### src/rtl/hazard_scoreboard.sv
// hazard_scoreboard: decode-stage load-use / flag hazard scoreboard with taken-branch flush sequencer
// Ports:
//   clk, rst_n                  clock, asynchronous active-low reset
//   if_id_inst, if_id_valid     instruction held in ID and its valid bit
//   id_rd_addr, id_mem_read     destination register and load flag of the ID instruction
//   id_flag_write               ID instruction writes the condition flags
//   br_taken                    branch in ID resolved taken
//   stall, pc_write, id_flush   hold PC and IF/ID, PC write enable, ID/EX bubble
//   if_flush                    squash IF/ID
//   stall_cnt                   saturating count of stall cycles
// Field extraction assumes REG_AW <= 4 (register fields are 4 bits wide in the encoding).
module hazard_scoreboard #(
    parameter int unsigned REG_AW     = 4,
    parameter int unsigned LOAD_LAT   = 1,
    parameter int unsigned FLAG_LAT   = 2,
    parameter int unsigned BR_PENALTY = 1,
    parameter int unsigned CNT_W      = 16
) (
    input  logic              clk,
    input  logic              rst_n,
    input  logic [15:0]       if_id_inst,
    input  logic              if_id_valid,
    input  logic [REG_AW-1:0] id_rd_addr,
    input  logic              id_mem_read,
    input  logic              id_flag_write,
    input  logic              br_taken,
    output logic              stall,
    output logic              pc_write,
    output logic              id_flush,
    output logic              if_flush,
    output logic [CNT_W-1:0]  stall_cnt
);
    localparam int unsigned NUM_REGS = 2 ** REG_AW;
    typedef enum logic {IDLE, FLUSH} state_t;
    state_t            state_q, state_d;
    logic [1:0]        fcnt_q, fcnt_d;
    logic [2:0]        ld_cnt_q [NUM_REGS];
    logic [2:0]        ld_cnt_d [NUM_REGS];
    logic [2:0]        flag_cnt_q, flag_cnt_d;
    logic [CNT_W-1:0]  stall_cnt_q, stall_cnt_d;
    logic [3:0]        op;
    logic              is_mem_br, uses_rs, uses_rt, cond_br;
    logic [REG_AW-1:0] rs, rt;
    logic              in_flush, hazard, issue, br_go;

    assign op        = if_id_inst[15:12];
    assign is_mem_br = (op == 4'b1000) || (op == 4'b1001);
    assign rs        = if_id_inst[4 +: REG_AW];
    assign rt        = is_mem_br ? if_id_inst[8 +: REG_AW] : if_id_inst[0 +: REG_AW];
    assign uses_rs   = !if_id_inst[15] || is_mem_br || (op == 4'b1101);
    assign uses_rt   = !if_id_inst[15] || is_mem_br;
    assign cond_br   = (if_id_inst[15:13] == 3'b110) && (if_id_inst[11:9] != 3'b111);

    assign in_flush = (state_q == FLUSH);
    assign hazard   = (uses_rs && rs != '0 && ld_cnt_q[rs] != 3'd0) ||
                      (uses_rt && rt != '0 && ld_cnt_q[rt] != 3'd0) ||
                      (cond_br && flag_cnt_q != 3'd0);
    // rst_n gating keeps the outputs quiet during reset even though inputs may still toggle
    assign stall     = rst_n && if_id_valid && !in_flush && hazard;
    assign pc_write  = !stall;
    assign id_flush  = stall;
    assign issue     = if_id_valid && !stall;
    assign br_go     = !in_flush && br_taken && !stall;
    assign if_flush  = rst_n && (in_flush || br_go);
    assign stall_cnt = stall_cnt_q;

    always_comb begin
        for (int r = 0; r < NUM_REGS; r++)
            ld_cnt_d[r] = (ld_cnt_q[r] != 3'd0) ? ld_cnt_q[r] - 3'd1 : 3'd0;
        // a fresh load overrides the decrement on its own register
        if (issue && id_mem_read && id_rd_addr != '0)
            ld_cnt_d[id_rd_addr] = 3'(LOAD_LAT);
        flag_cnt_d  = (issue && id_flag_write) ? 3'(FLAG_LAT) :
                      (flag_cnt_q != 3'd0) ? flag_cnt_q - 3'd1 : 3'd0;
        stall_cnt_d = (stall && !(&stall_cnt_q)) ? stall_cnt_q + CNT_W'(1) : stall_cnt_q;
        state_d     = in_flush ? ((fcnt_q == 2'd1) ? IDLE : FLUSH) :
                      ((br_go && BR_PENALTY > 1) ? FLUSH : IDLE);
        fcnt_d      = in_flush ? fcnt_q - 2'd1 : (br_go ? 2'(BR_PENALTY - 1) : 2'd0);
    end

    always_ff @(posedge clk or negedge rst_n) begin
        if (!rst_n) begin
            for (int r = 0; r < NUM_REGS; r++)
                ld_cnt_q[r] <= 3'd0;
            flag_cnt_q  <= 3'd0;
            stall_cnt_q <= '0;
            state_q     <= IDLE;
            fcnt_q      <= 2'd0;
        end else begin
            for (int r = 0; r < NUM_REGS; r++)
                ld_cnt_q[r] <= ld_cnt_d[r];
            flag_cnt_q  <= flag_cnt_d;
            stall_cnt_q <= stall_cnt_d;
            state_q     <= state_d;
            fcnt_q      <= fcnt_d;
        end
    end
endmodule
### config.mk
export PLATFORM = sky130hd
export DESIGN_NAME = hazard_scoreboard
export DESIGN_NICKNAME = d
export VERILOG_FILES = /design/src/rtl/hazard_scoreboard.sv
export SDC_FILE = /design/constraint.sdc
export NUM_CORES = 1
export LEC_CHECK = 0
export CORE_MARGIN = 2
export CORE_UTILIZATION = 45
export CTS_CLUSTER_SIZE = 8
export DETAILED_ROUTE_END_ITERATION = 6
export GPL_ROUTABILITY_DRIVEN = 0
export PLACE_DENSITY = 0.66
export SETUP_SLACK_MARGIN = 0.5
export SLEW_MARGIN = 10
export SYNTH_ARGS = -nofsm -noshare
export SYNTH_HDL_FRONTEND = slang
export SYNTH_SLANG_ARGS = --single-unit
### constraint.sdc
create_clock -name clk -period 3.3 [get_ports clk]
set_clock_uncertainty 0.05 [all_clocks]
set_input_delay 0.66 -clock clk [delete_from_list [all_inputs] [get_ports clk]]
set_output_delay 0.66 -clock clk [all_outputs]
set_load 0.005 [all_outputs]
**Zoomed window**

Window x 61 to 86, y 61 to 86 um. Cells in gray, sequential cells in the stronger gray; small squares are vias.
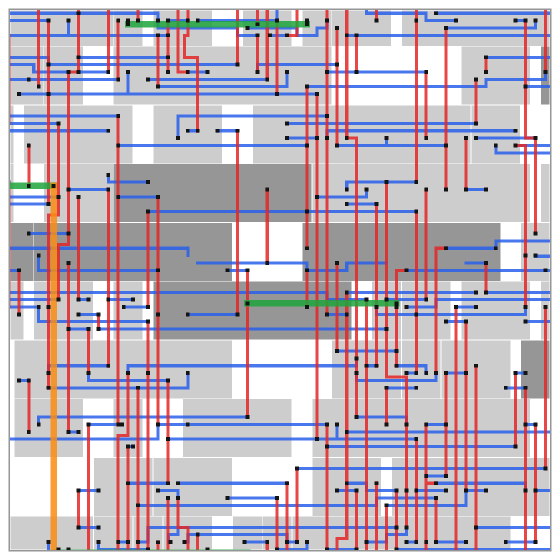
| layer | color |
|---|---|
| metal 3 | green |
| metal 1 | blue |
| metal 2 | red |
| metal 4 | orange |
most frequent: a2111oi_4 (8), xor2_1 (5)
sequential cells in the window: 4
netlist names of flops here include: stall_cnt (4)
cells with their middle in the window: 46

**Logic cells by family**

(3 px per um)
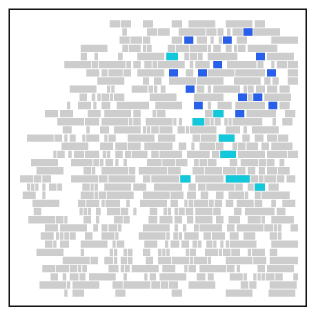
| family | color | cells | most used | where |
|---|---|---|---|---|
| mux cells | cyan | 8 | mux2i_1 | right middle |
| xor and xnor cells | blue | 14 | xor2_1 | top right |
dominant logic cell type in the layout: dfrtp_1
multi-input logic portion of the cell area: 45.68%
Layout Cells excl Fill: 609

**Congestion heat map**

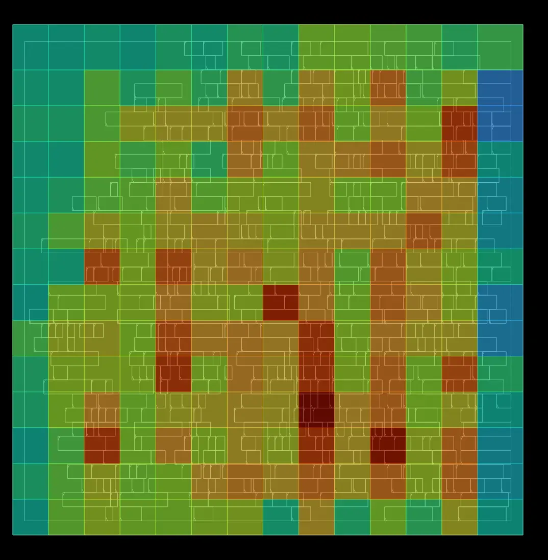
GRT met1 Usage: 29.17%
met3 usage: 4.752%

**Sequential cells grouped by signal name**

(4 px per um) Other sequential cells in the stronger gray, the rest of the logic in the fainter gray.
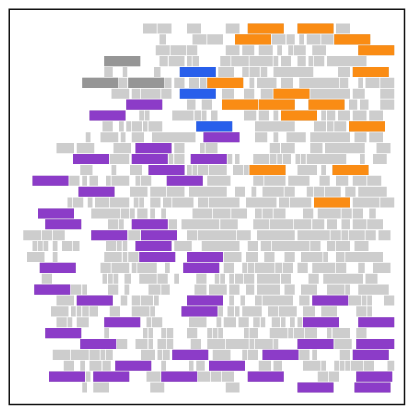
| netlist name | color | flops |
|---|---|---|
| flag_cnt_q | blue | 3 |
| stall_cnt | orange | 16 |
| ld_cnt_q | purple | 45 |
not colored: 3
post-layout util: 63.88%
fraction of area in registers: 30.26%

==> Table 3: Implementation characteristics <==
Characteristics after synthesis and place and route

Parameter                              Value

Final timing
  Final-layout worst hold slack .................. 0.3845 ns
  Setup repair after global routing missed its margin .................. yes
  Max-slew headroom .................. 43.79%
  Minimum period implied by the final worst setup slack .................. 3.227 ns
  Highest clock frequency the design can meet .................. 309.8 MHz
  Setup Viol. Count Final .................. 0
  Aggregate negative setup slack .................. 0 ns
  Final Worst Setup Slack .................. 0.07255 ns

Finish
  Leading cell category by total area .................. combinational gates
  Dominant logic cell types in the final layout .................. dfrtp_1, buf_4, inv_1, nand2_1, ha_1
  Clock buf count .................. 14
  Comb area .................. 2532 um2
  Relative area of non-clock buffer cells in the final design .................. 15.35%
  Fraction of layout instances using a drive strength above 1 .................. 25.95%
  Most flop-heavy register .................. ld_cnt_q
  Clock Network Area Fraction .................. 3.385%

Synthesis
  Unique cell type count in the Yosys netlist .................. 59
  Largest family of logic cells by area .................. AND-OR/OR-AND gates
  Fraction of synthesized cell area in xor and xnor cells .................. 3.054%
  Mean Syn Cell Area .................. 9.889 um2
  Top cell area share .................. 41.76%
  Yosys chip area .................. 4015 um2
  Floorplan net count .................. 464
  Post-synth tally of flip-flops with integrated enable .................. 0
  Total of flip-flops plus latches after synthesis .................. 67
  Share of synthesized cell area in and-or and or-and compound cells .................. 21.13%
  Proportion of synthesized flip-flops having asynchronous set or reset .................. 100.0%
  Total of warnings raised by yosys .................. 0
  Syn Std Cell Area .................. 4015 um2
  Simple-gate area share of the yosys netlist .................. 15.74%

Drt
  Via count .................. 3,408
  Number of DRC violations after detailed-routing iteration 0 .................. 145
  Met1 routed wirelength after detailed routing .................. 4.633 mm
  First-pass detailed-route iteration total .................. 5
  DRC violation count after routing .................. 0
  Number of nets with antenna violations after routing .................. 0

GRT
  GRT Total Usage .................. 21.14%
  Vias in the first global route .................. 3,284
  Pin count of the biggest net entering global routing .................. 68

Setup path
  Crit. End Element .................. output port
  Worst Path Buf+Inv .................. 4
  Worst setup path category .................. in2out
  Cell with the largest stage delay on the worst path .................. mux2_4
  Total stage count of the critical path .................. 11
  Cell family with most CP delay .................. buffers and inverters
  Kind of launch point of the worst setup path .................. input port
  Cell depth of the worst flop-to-flop path .................. 12
  Capturing instance or port of the critical path .................. if_flush

Min path
  Worst hold start .................. fcnt_q[0]
  Path category of the worst min-delay check .................. reg2reg
  Hold-critical path endpoint .................. fcnt_q[0]

Power and ir drop
  Comb. pwr .................. 0.772 mW
  P_clk .................. 0.694 mW
  Internal Dissipation .................. 1.677 mW
  Combinational Power Share .................. 30.8%
  Largest Pwr Group .................. registers
  VDD IR max .................. 0.0002148 V

Clocking
  Skew-Pair Late Insertion Delay .................. 0.35 ns
  Hold buffers post-CTS .................. 0
  Clock tree from TritonCTS .................. done
  # clock sinks .................. 67
  TritonCTS buffer count .................. 9
  Number of setup buffers added after CTS .................. 5
  Root buffer cell .................. clkbuf_8

Status
  Result of the run .................. finished clean

Place
  Hpwl dp .................. 7.023 mm
  Worst slack at placement .................. -0.7049 ns
  Area of placed instances .................. 4913 um2

Floorplan
  Total die size .................. 9694 um2
  Number of ports placed on the die boundary .................. 46
  Tapcells inserted .................. 108

Flow run
  Number of violations of the max-capacitance limit .................. 0
No activity file was given, so power comes from the tool's default toggle rates.
